## config.mk

```make
export PLATFORM = sky130hd
export DESIGN_NAME = tx_byte_sender
export DESIGN_NICKNAME = d
export VERILOG_FILES = /design/src/rtl/tx_byte_sender_pkg.sv /design/src/rtl/tx_byte_sender_fifo.sv /design/src/rtl/tx_byte_sender.sv
export SDC_FILE = /design/constraint.sdc
export NUM_CORES = 1
export LEC_CHECK = 0
export ABC_AREA = 0
export CAP_MARGIN = 25
export CELL_PAD_IN_SITES_DETAIL_PLACEMENT = 0
export CELL_PAD_IN_SITES_GLOBAL_PLACEMENT = 1
export CORE_MARGIN = 1.5
export CORE_UTILIZATION = 47
export DETAILED_ROUTE_END_ITERATION = 7
export DONT_BUFFER_PORTS = 1
export GPL_TIMING_DRIVEN = 0
export PLACE_DENSITY_LB_ADDON = 0.08
export SLEW_MARGIN = 20
export SYNTH_ARGS = -nofsm -noshare
export SYNTH_HDL_FRONTEND = slang
export SYNTH_SLANG_ARGS = --single-unit
export TNS_END_PERCENT = 50
```

## constraint.sdc

```tcl
create_clock -name hz100 -period 6.75 [get_ports hz100]
set_clock_uncertainty 0.15 [all_clocks]
set_input_delay 1.35 -clock hz100 [delete_from_list [all_inputs] [get_ports hz100]]
set_output_delay 1.35 -clock hz100 [all_outputs]
set_load 0.05 [all_outputs]
```

## src/rtl/tx_byte_sender_pkg.sv

```systemverilog
// Shared types for the simulator-harness transmit path.
package ece270_sim_pkg;
  localparam int BYTE_W = 8;
  typedef enum logic [1:0] {TX_IDLE, TX_SETUP, TX_STROBE, TX_GAP} tx_state_t;
endpackage

```

## src/rtl/tx_byte_sender_fifo.sv

```systemverilog
// Synchronous show-ahead byte FIFO; dout always presents the head entry.
module byte_fifo
  import ece270_sim_pkg::*;
#(
  parameter int DEPTH = 8
) (
  input  logic                     clk,
  input  logic                     reset,
  input  logic                     push,
  input  logic                     pop,
  input  logic [BYTE_W-1:0]        din,
  output logic [BYTE_W-1:0]        dout,
  output logic                     full,
  output logic                     empty,
  output logic [$clog2(DEPTH):0]   count
);
  localparam int AW = $clog2(DEPTH);
  localparam int CW = AW + 1;

  logic [BYTE_W-1:0] mem [DEPTH];
  logic [AW-1:0]     wr_ptr, rd_ptr;
  logic [CW-1:0]     cnt;
  logic              push_ok, pop_ok;

  assign full    = (cnt == CW'(DEPTH));
  assign empty   = (cnt == '0);
  assign count   = cnt;
  assign dout    = mem[rd_ptr];
  assign push_ok = push && !full;
  assign pop_ok  = pop && !empty;

  // Power-of-two depth lets the pointers wrap by plain overflow.
  always_ff @(posedge clk) begin
    if (reset) begin
      wr_ptr <= '0;
      rd_ptr <= '0;
      cnt    <= '0;
    end else begin
      if (push_ok) wr_ptr <= wr_ptr + AW'(1);
      if (pop_ok)  rd_ptr <= rd_ptr + AW'(1);
      case ({push_ok, pop_ok})
        2'b10:   cnt <= cnt + CW'(1);
        2'b01:   cnt <= cnt - CW'(1);
        default: cnt <= cnt;
      endcase
    end
  end

  always_ff @(posedge clk) begin
    if (push_ok) mem[wr_ptr] <= din;
  end
endmodule

```

## src/rtl/tx_byte_sender.sv

```systemverilog
// Queues user bytes and strobes them onto the harness txdata/txclk pins,
// one byte per SETUP/STROBE/GAP sequence, gated by txready in IDLE.
module tx_byte_sender
  import ece270_sim_pkg::*;
#(
  parameter int DEPTH         = 8,
  parameter int SETUP_CYCLES  = 1,
  parameter int STROBE_CYCLES = 2,
  parameter int GAP_CYCLES    = 1
) (
  input  logic                    hz100,
  input  logic                    reset,
  input  logic                    wr_en,
  input  logic [BYTE_W-1:0]       wr_data,
  output logic                    full,
  output logic [$clog2(DEPTH):0]  count,
  output logic                    overflow,
  output logic                    busy,
  input  logic                    txready,
  output logic [BYTE_W-1:0]       txdata,
  output logic                    txclk
);
  localparam int TMAX0 = (SETUP_CYCLES > STROBE_CYCLES) ? SETUP_CYCLES : STROBE_CYCLES;
  localparam int TMAX  = (TMAX0 > GAP_CYCLES) ? TMAX0 : GAP_CYCLES;
  localparam int TW    = (TMAX > 1) ? $clog2(TMAX) : 1;

  // Timer holds "cycles remaining minus one" so a phase ends when it reads zero.
  localparam logic [TW-1:0] T_SETUP  = TW'(SETUP_CYCLES - 1);
  localparam logic [TW-1:0] T_STROBE = TW'(STROBE_CYCLES - 1);
  localparam logic [TW-1:0] T_GAP    = TW'((GAP_CYCLES > 0) ? GAP_CYCLES - 1 : 0);

  tx_state_t         state;
  logic [TW-1:0]     timer;
  logic [BYTE_W-1:0] head;
  logic              empty, pop;

  assign pop = (state == TX_IDLE) && !empty && txready;

  byte_fifo #(.DEPTH(DEPTH)) u_fifo (
    .clk   (hz100),
    .reset (reset),
    .push  (wr_en),
    .pop   (pop),
    .din   (wr_data),
    .dout  (head),
    .full  (full),
    .empty (empty),
    .count (count)
  );

  always_ff @(posedge hz100) begin
    if (reset) begin
      state    <= TX_IDLE;
      timer    <= '0;
      txdata   <= '0;
      overflow <= 1'b0;
    end else begin
      if (wr_en && full) overflow <= 1'b1;
      case (state)
        TX_IDLE: if (pop) begin
          txdata <= head;
          timer  <= T_SETUP;
          state  <= TX_SETUP;
        end
        TX_SETUP: if (timer == '0) begin
          timer <= T_STROBE;
          state <= TX_STROBE;
        end else begin
          timer <= timer - TW'(1);
        end
        TX_STROBE: if (timer == '0) begin
          timer <= T_GAP;
          state <= (GAP_CYCLES == 0) ? TX_IDLE : TX_GAP;
        end else begin
          timer <= timer - TW'(1);
        end
        TX_GAP: if (timer == '0) state <= TX_IDLE;
                else timer <= timer - TW'(1);
        default: state <= TX_IDLE;
      endcase
    end
  end

  assign txclk = (state == TX_STROBE);
  assign busy  = (state != TX_IDLE);
endmodule

```

### Cell outlines without signal wires, run 1

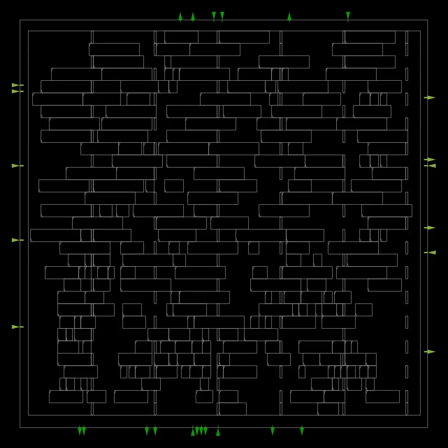
flip-flop and latch share of the layout cell area: 60.7%
count of placed standard cells in the final layout, fillers left out: 334
area of the core region: 7250 um^2
sequential cells: 86
# Taps: 99

### Met2 routing, run 1

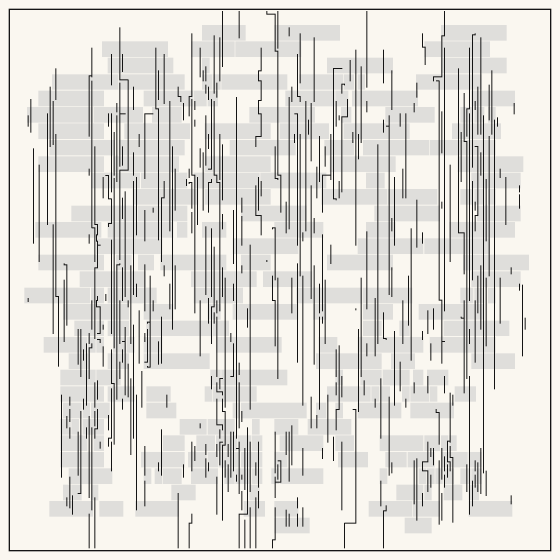
nets with wire on the layer = 211
share of all routed wire = 50%
longest straight run = 59.2 um

### Cell classes on the final placement, run 1

Fill, decap, tap and diode cells in gray.
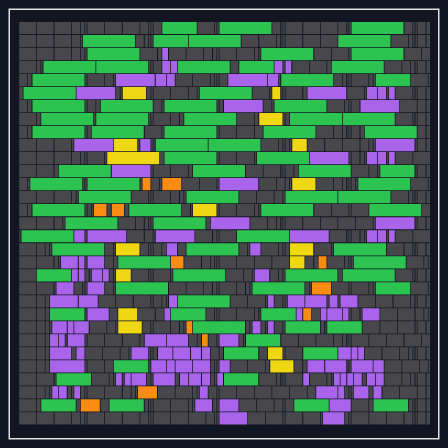
yellow -> clock drivers and dummy loads  # cells 16, share of their area 5.4%
green -> flip-flops  # cells 86, share of their area 63%
orange -> other buffers and delay cells  # cells 12, share of their area 2.4%
purple -> all other logic  # cells 121, share of their area 29%

==> qor.yml, run 1 <==
logic_synthesis:
  synth_compound_gate_area_share_pct: 4.20
  numSynthFlops: 86
  async_flop_share_pct: 0
  synthDominantCellAreaShare_pct: 54.7
  ys_sh_adder_pct: 3.56
power_and_ir_drop:
  final_total_pwr_mw: 1.56
  maxPowerGroup: "registers"
  power_per_cell_area_nw_per_um2: 401
  power_combinational_uw: 407
  power_internal_uw: 985
setup_path:
  critical-path-slowest-cell: "dfxtp_1"
  ff_to_ff_path_depth: 10
  path_depth: 3
  cp_max_fo: 6
  reg2reg_setup_slack_ns: 3.58
clock_tree:
  tritoncts_num_sinks: 86
  ctsRootBufferMaster: "clkbuf_8"
  hold_fix_buffers_cts: 0
sta:
  worst_margin_slew_ns: 0.977
  slew_violations: 0
  setup-tns-final_ns: 0
  final_hold_viol_count: 0
  setup_viol_count_final: 0
  layout_min_cycle_time_ns: 3.50
status:
  outcome: "finished, final reports clean"
placed_design:
  dpl-instance-area_um2: 3680
  dp_cells: 317
final_layout:
  share_of_layout_cells_above_drive_strength_1_pct: 23.8
  logic_gates: 116
  buffers_excl_clock: 12
  number_of_flip_flops_under_the_largest_register_name: 64
  buffer_area_share_pct: 2.32
  nets: 252
  area_growth_syn_to_layout_pct: 10.8
routing:
  via_per_inst: 5.53
  drt-total-wl_um: 6700
  met3WireLength_um: 219
  met2WireLength_um: 3350
global_routing:
  number_of_antenna_violations_at_the_first_check_in_global_routing: 0
job:
  warning_count: 31
  max-cap-violations: 0
hold_path:
  hold_path_depth: 2
### The metal 3 layer, run 1

Bar = 20 um.
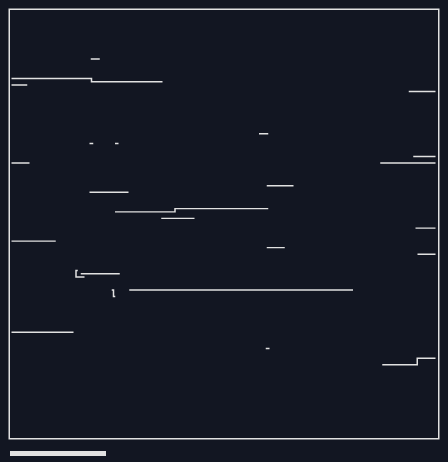

--- run 2 (diff from run 1) ---
Clock period 6.75 ns to 3.3 ns, I/O delays scaled along.
### The metal 3 layer, run 2

Bar = 20 um.
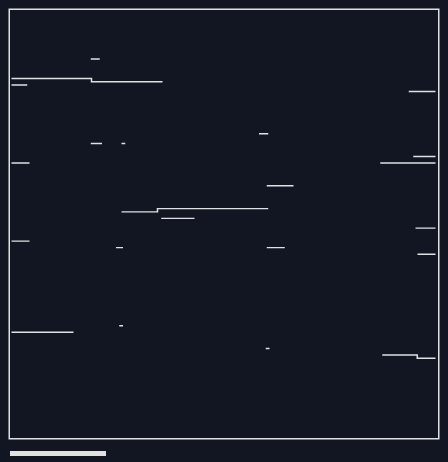
share of all routed wire = 2.2%
longest straight run = 23.0 um
wire length on this layer = 148 um
nets with wire on the layer = 13
main direction = horizontal

==> qor.yml, run 2 <==
sta:
  worst_margin_slew_ns: 0.972
  layout_min_cycle_time_ns: 3.07
  slew_violations: 0
  setup-tns-final_ns: 0
  setup_viol_count_final: 0
  final_hold_viol_count: 0
logic_synthesis:
  synth_compound_gate_area_share_pct: 4.20
  numSynthFlops: 86
  synthDominantCellAreaShare_pct: 54.7
  ys_sh_adder_pct: 3.56
  cell_with_the_most_instances_after_synthesis: "edfxtp_1"
final_layout:
  number_of_flip_flops_under_the_largest_register_name: 64
  nets: 252
  seq_cells: 86
  final_cells: 334
  buffer_area_share_pct: 2.37
  area_growth_syn_to_layout_pct: 11.1
  logic_gates: 116
  buffers_excl_clock: 12
  share_of_layout_cells_above_drive_strength_1_pct: 25.1
clock_tree:
  tritoncts_num_sinks: 86
  ctsRootBufferMaster: "clkbuf_8"
  hold_fix_buffers_cts: 0
routing:
  met3WireLength_um: 147
  drt-total-wl_um: 6710
  via_per_inst: 5.54
  met2WireLength_um: 3360
placed_design:
  dpl.hpwl_um: 4320
  dpl-instance-area_um2: 3680
  dp_cells: 317
job:
  warning_count: 31
  max-cap-violations: 0
global_routing:
  grt_usage_pct: 18.6
  number_of_antenna_violations_at_the_first_check_in_global_routing: 0
  wire_length_of_the_first_global_routing_pass_um: 10300
hold_path:
  hold_path_depth: 1
power_and_ir_drop:
  maxPowerGroup: "registers"
  final_total_pwr_mw: 3.21
  power_internal_mw: 2.03
  power_combinational_uw: 856
  power_per_cell_area_nw_per_um2: 824
die:
  floorplan.tapcells: 99
  rows: 31
  area_of_the_core_region_um2: 7250
status:
  outcome: "finished, final reports clean"
setup_path:
  critical-path-slowest-cell: "dfxtp_1"
  path_depth: 10
  cp_max_fo: 11
--- run 3 (diff from run 2) ---
Settings changed: CELL_PAD_IN_SITES_DETAIL_PLACEMENT 0 to default, CELL_PAD_IN_SITES_GLOBAL_PLACEMENT 1 to default.
### Met2 routing, run 3

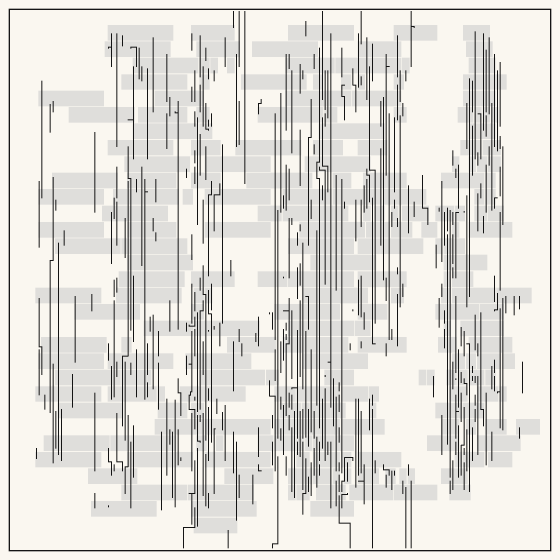
share of all routed wire = 51%
wire length on this layer = 3340 um

==> qor.yml, run 3 <==
final_layout:
  logic_gates: 116
  nets: 250
  buffer_area_share_pct: 1.99
  seq_cells: 86
  area_growth_syn_to_layout_pct: 11.0
  sh_seq_area_pct: 60.6
placed_design:
  dpl-instance-area_um2: 3670
  dpl.hpwl_um: 4290
  dp_cells: 316
die:
  area_of_the_core_region_um2: 7250
  floorplan.tapcells: 99
routing:
  via_per_inst: 5.67
  met2WireLength_um: 3340
  drt-total-wl_um: 6550
  met3WireLength_um: 358
logic_synthesis:
  numSynthFlops: 86
  cell_with_the_most_instances_after_synthesis: "edfxtp_1"
  synthDominantCellAreaShare_pct: 54.7
clock_tree:
  tritoncts_num_sinks: 86
  ctsRootBufferMaster: "clkbuf_8"
setup_path:
  cp_max_fo: 11
sta:
  setup_viol_count_final: 0
  final_hold_viol_count: 0
  worst_margin_slew_ns: 1.06
job:
  max-cap-violations: 0
  warning_count: 31
global_routing:
  number_of_antenna_violations_at_the_first_check_in_global_routing: 0
power_and_ir_drop:
  power_combinational_uw: 853
status:
  outcome: "finished, final reports clean"
